--- src/rtl/ks_addsub_pipe_pkg.sv ---
// Shared definitions for the Kogge-Stone add/subtract pipeline:
// op encodings, flag bit positions and the register placement helper.
package ks_addsub_pipe_pkg;

    typedef enum logic [1:0] {
        OP_ADD    = 2'b00,
        OP_SUB    = 2'b01,
        OP_RSUB   = 2'b10,
        OP_SUBSAT = 2'b11
    } op_e;

    localparam int FLAG_C = 3;  // carry (add) or borrow (subtract)
    localparam int FLAG_V = 2;
    localparam int FLAG_Z = 1;
    localparam int FLAG_N = 0;

    // Prefix level after which pipeline register r sits (r = 0 is the input side).
    function automatic int level_boundary(input int r, input int levels, input int stages);
        return (r * levels) / stages;
    endfunction

endpackage

--- src/rtl/ks_prefix_level.sv ---
// One Kogge-Stone combine level: each bit merges its (g, p) pair with the pair
// DISTANCE bits below it; bits with nothing below pass straight through.
module ks_prefix_level
    import ks_addsub_pipe_pkg::*;
#(
    parameter int N        = 8,
    parameter int DISTANCE = 1
) (
    input  logic [N-1:0] g_in,
    input  logic [N-1:0] p_in,
    output logic [N-1:0] g_out,
    output logic [N-1:0] p_out
);

    for (genvar i = 0; i < N; i++) begin : bit_g
        if (i >= DISTANCE) begin : merge
            assign g_out[i] = g_in[i] | (p_in[i] & g_in[i-DISTANCE]);
            assign p_out[i] = p_in[i] & p_in[i-DISTANCE];
        end else begin : pass
            assign g_out[i] = g_in[i];
            assign p_out[i] = p_in[i];
        end
    end

endmodule

--- src/rtl/ks_addsub_pipe.sv ---
// Pipelined add/subtract unit on a Kogge-Stone carry network with a
// valid/ready handshake; a global stall freezes every stage while the output waits.
module ks_addsub_pipe
    import ks_addsub_pipe_pkg::*;
#(
    parameter int N      = 8,
    parameter int STAGES = 2
) (
    input  logic         clk,
    input  logic         rst,
    input  logic         in_valid,
    output logic         in_ready,
    input  logic [N-1:0] a,
    input  logic [N-1:0] b,
    input  logic [1:0]   op,
    output logic         out_valid,
    input  logic         out_ready,
    output logic [N-1:0] result,
    output logic [3:0]   flags
);

    localparam int LEVELS = $clog2(N);

    typedef struct packed {
        op_e          op;
        logic         cin;
        logic [N-1:0] hs;  // per-bit half sum x ^ y'
        logic [N-1:0] g;
        logic [N-1:0] p;
    } pipe_t;

    logic              stall;
    logic [STAGES-1:0] vld;
    pipe_t             gen;

    assign out_valid = vld[STAGES-1];
    assign stall     = vld[STAGES-1] & ~out_ready;
    assign in_ready  = ~rst & ~stall;

    // NOTE: every variable driven in always_comb gets a value on all paths (defaults first), so no latch is inferred.
    always_comb begin
        logic [N-1:0] x, y;
        logic         sub;
        x   = a;
        y   = b;
        sub = 1'b1;
        case (op_e'(op))
            OP_ADD:  sub = 1'b0;
            OP_RSUB: begin
                x = b;
                y = a;
            end
            default: ;
        endcase
        gen.op  = op_e'(op);
        gen.cin = sub;
        gen.hs  = x ^ (sub ? ~y : y);
        gen.p   = gen.hs;
        gen.g   = x & (sub ? ~y : y);
        // The +1 of two's-complement subtraction enters as the prefix carry-in.
        gen.g[0] = gen.g[0] | (gen.hs[0] & sub);
    end

    // NOTE: sequential state uses non-blocking assignments so every register samples pre-edge values.
    always_ff @(posedge clk) begin
        if (rst) begin
            vld <= '0;
        end else if (!stall) begin
            vld[0] <= in_valid;
            for (int s = 1; s < STAGES; s++) begin
                vld[s] <= vld[s-1];
            end
        end
    end

    for (genvar s = 0; s < STAGES; s++) begin : seg
        localparam int LO = level_boundary(s, LEVELS, STAGES);
        localparam int HI = level_boundary(s + 1, LEVELS, STAGES);

        pipe_t        d;
        logic [N-1:0] g_ch [LO:HI];
        logic [N-1:0] p_ch [LO:HI];

        if (s == 0) begin : from_in
            assign d = gen;
        end else begin : from_reg
            assign d = seg[s-1].hold.q;
        end

        assign g_ch[LO] = d.g;
        assign p_ch[LO] = d.p;

        for (genvar k = LO + 1; k <= HI; k++) begin : lvl
            ks_prefix_level #(
                .N        (N),
                .DISTANCE (1 << (k - 1))
            ) u_level (
                .g_in  (g_ch[k-1]),
                .p_in  (p_ch[k-1]),
                .g_out (g_ch[k]),
                .p_out (p_ch[k])
            );
        end

        if (s < STAGES - 1) begin : hold
            pipe_t q;
            // NOTE: datapath registers carry no reset; the valid bits alone decide whether they mean anything.
            always_ff @(posedge clk) begin
                if (!stall) begin
                    q.op  <= d.op;
                    q.cin <= d.cin;
                    q.hs  <= d.hs;
                    q.g   <= g_ch[HI];
                    q.p   <= p_ch[HI];
                end
            end
        end else begin : fin
            logic         cout;
            logic [N-1:0] sum;
            logic [N-1:0] res;
            logic [3:0]   f;
            logic         unused_p;

            assign unused_p = ^p_ch[HI];

            // After the last level g_ch[HI][i] is the carry out of bit i.
            always_comb begin
                cout = g_ch[HI][N-1];
                sum  = d.hs ^ {g_ch[HI][N-2:0], d.cin};
                res  = (d.op == OP_SUBSAT && !cout) ? '0 : sum;
                f         = '0;
                f[FLAG_C] = (d.op == OP_ADD) ? cout : ~cout;
                f[FLAG_V] = cout ^ g_ch[HI][N-2];
                f[FLAG_Z] = (res == '0);
                f[FLAG_N] = res[N-1];
            end

            always_ff @(posedge clk) begin
                if (rst) begin
                    result <= '0;
                    flags  <= '0;
                end else if (!stall) begin
                    result <= res;
                    flags  <= f;
                end
            end
        end
    end

endmodule

--- config.mk ---
export PLATFORM = sky130hd
export DESIGN_NAME = ks_addsub_pipe
export DESIGN_NICKNAME = d
export VERILOG_FILES = /design/src/rtl/ks_addsub_pipe_pkg.sv /design/src/rtl/ks_prefix_level.sv /design/src/rtl/ks_addsub_pipe.sv
export SDC_FILE = /design/constraint.sdc
export NUM_CORES = 1
export LEC_CHECK = 0
export CAP_MARGIN = 20
export CORE_MARGIN = 5
export CORE_UTILIZATION = 40
export CTS_CLUSTER_SIZE = 20
export DETAILED_ROUTE_END_ITERATION = 10
export PLACE_DENSITY = 0.65
export SYNTH_ARGS = -nofsm -noshare
export SYNTH_HDL_FRONTEND = slang
export SYNTH_SLANG_ARGS = --single-unit
export TNS_END_PERCENT = 10
--- constraint.sdc ---
create_clock -name clk -period 3.06 [get_ports clk]
set_clock_uncertainty 0.2 [all_clocks]
set_input_delay 0.918 -clock clk [delete_from_list [all_inputs] [get_ports clk]]
set_output_delay 0.918 -clock clk [all_outputs]
set_load 0.005 [all_outputs]
==> impl_metrics.py <==
# Synthesis and PnR figures
metrics = {
    "yosys": {
        "async_reset_ff_share_pct": 0,
        "ys_cells": 175,
        "ys.flop_type": "edfxtp_1",
        "avgSynthCellArea_um2": 11.0,
        "synth_cell_types": 36,
        "muxShareOfSynthArea_pct": 8.23,
        "synth_top_cell_by_area": "edfxtp_1",
        "fa_ha_area_share_pct": 4.53,
        "yosysWarnings": 0,
        "xor_share_pct": 5.38,
    },
    "drt": {
        "ant_nets": 0,
        "dr.pass1.iters": 4,
        "via_per_inst": 4.98,
        "drt_iter0_markers": 40,
    },
    "sta": {
        "period_used_pct": 94.7,
        "fin_ws_ps": 161,
        "slew_headroom_pct": 79.9,
        "worstMarginPinSlew_ps": 299,
        "hold_violations": 0,
        "hold_ws_ps": 256,
    },
    "power_and_ir_drop": {
        "intPower_w": 0.000983,
        "top_power_group": "sequential cells",
        "peakVddDrop_v": 0.000174,
        "p_switching_w": 0.000348,
        "power_density_nw_per_um2": 545,
        "power_w": 0.00133,
        "p_leak_nw": 1.02,
    },
    "floorplan": {
        "rows": 25,
        "ios": 36,
        "initial_core_util_pct": 41.2,
        "n_tap_cell": 54,
        "die-height_um": 79.5,
    },
    "global_route": {
        "global_route.usage.met2_pct": 19.9,
        "top_usage_layer": "met2",
        "antenna_found_initial": 0,
        "grt_use_met1_pct": 13.4,
    },
    "job": {
        "tool_warnings": 26,
        "maxCapViolations": 0,
    },
    "layout": {
        "design_area_um2": 2440,
        "top_regs": "seg.hold.q: 25 flops, result: 7 flops, flags: 4 flops",
        "clkCellAreaFrac_pct": 3.43,
        "largest_class": "sequential cells",
        "largest_reg_flops": 25,
        "fillers": 425,
        "clkbuf_count": 5,
        "n_all_inverters": 10,
        "insertedDiodeCount": 0,
        "mostFrequentLayoutCell": "clkdlybuf4s50_1",
        "flops": 38,
        "nets": 243,
        "fin_cells": 268,
    },
    "critical_path": {
        "arrival_ps": 1780,
        "rr_startpoint": "seg[0].hold.q[9]$_DFFE_PN_",
        "path_class": "primary input to primary output",
        "r2r_end": "flags[1]$_SDFFE_PP0N_",
        "critPathRequiredTime_ps": 1940,
        "cpLargestDelayFamily": "buffers and inverters",
        "cp_max_fo": 2,
        "rrSetupSlack_ps": 1180,
        "path_cells": "clkdlybuf4s50_1 -> nor2b_1 -> nor2_1 -> dlygate4sd2_1",
        "crit_cells": 4,
        "reg2regPathDepth": 5,
        "end_kind": "primary output",
    },
    "placement": {
        "dp_hpwl_um": 2570,
        "gp_congestion": 0.761,
        "placed_area_um2": 2360,
        "place_ws_ps": -62.1,
    },
    "run_status": {
        "status": "finished, final reports clean",
    },
    "clocking": {
        "cts_buffers": 5,
        "postCtsHoldBufs": 0,
        "clk_path_buf_depth": 2,
    },
    "hold_path": {
        "hold_path_class": "flip-flop to flip-flop",
    },
}
==> how the worst min path moves through the flow <==
stage                                 startpoint                     end  cells past startpoint
after CTS                 result[5]$_SDFFE_PP0N_  result[5]$_SDFFE_PP0N_                      2
after floorplan              vld[0]$_SDFFE_PP0N_     vld[0]$_SDFFE_PP0N_                      2
final                        vld[0]$_SDFFE_PP0N_     vld[0]$_SDFFE_PP0N_                      2
after global placement       vld[0]$_SDFFE_PP0N_     vld[0]$_SDFFE_PP0N_                      2
after detailed placement  result[5]$_SDFFE_PP0N_  result[5]$_SDFFE_PP0N_                      2
after global routing         vld[0]$_SDFFE_PP0N_     vld[0]$_SDFFE_PP0N_                      2
==> timing repair <==
action / CTS / global route
gates resized: 1 / 0
setup endpoints to repair: 1 / 0
hold endpoints to repair: 0 / 0
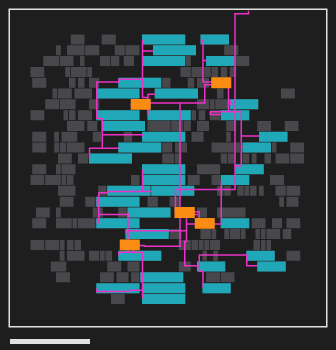
clk_routes.png
Bar = 20 um.
flip-flops -> cyan  # count 38
clock wires -> magenta  # length 451 um
clock drivers -> orange  # count 5
routed clock nets = 6
P_clk: 0.000324 W
Late-Pin Clk Latency: 280 ps
Clock Power Share: 24.3%

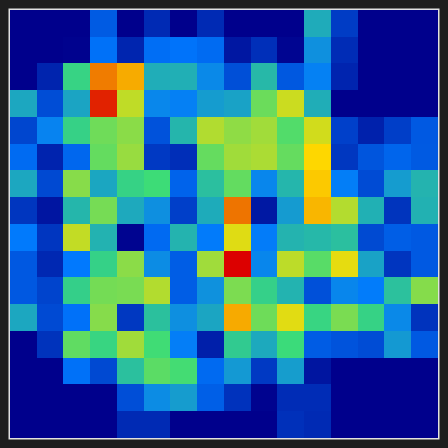
metal_density.png
16 x 16 tiles, from dark blue (low) to red (high), scaled to the fullest tile. Values are wire area over tile area, all layers added.
fullest tile = 0.31
nearly empty tiles = 22%
densest ninth of the die = center
tiles over half the peak = 20%
emptiest ninth of the die = north-east
Global Route Usage Sum: 11.7%
Post-Route WL: 3320 um
Vias: 1334
WL/cell: 12.4 um

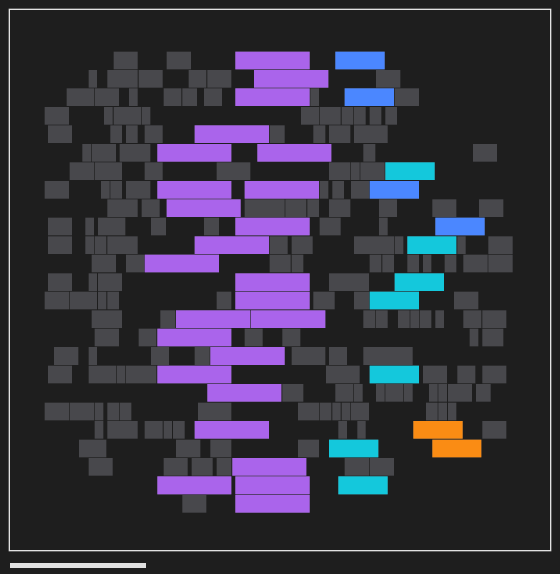
flops_by_reg.png
Bar = 20 um. Other cells in gray.
vld -> orange  # flops 2
flags -> blue  # flops 4
seg.hold.q -> purple  # flops 25
result -> cyan  # flops 7
sequential power: 0.000679 W
Seq. cell area: 1010 um^2

Power is estimated from default activity; no workload was simulated.
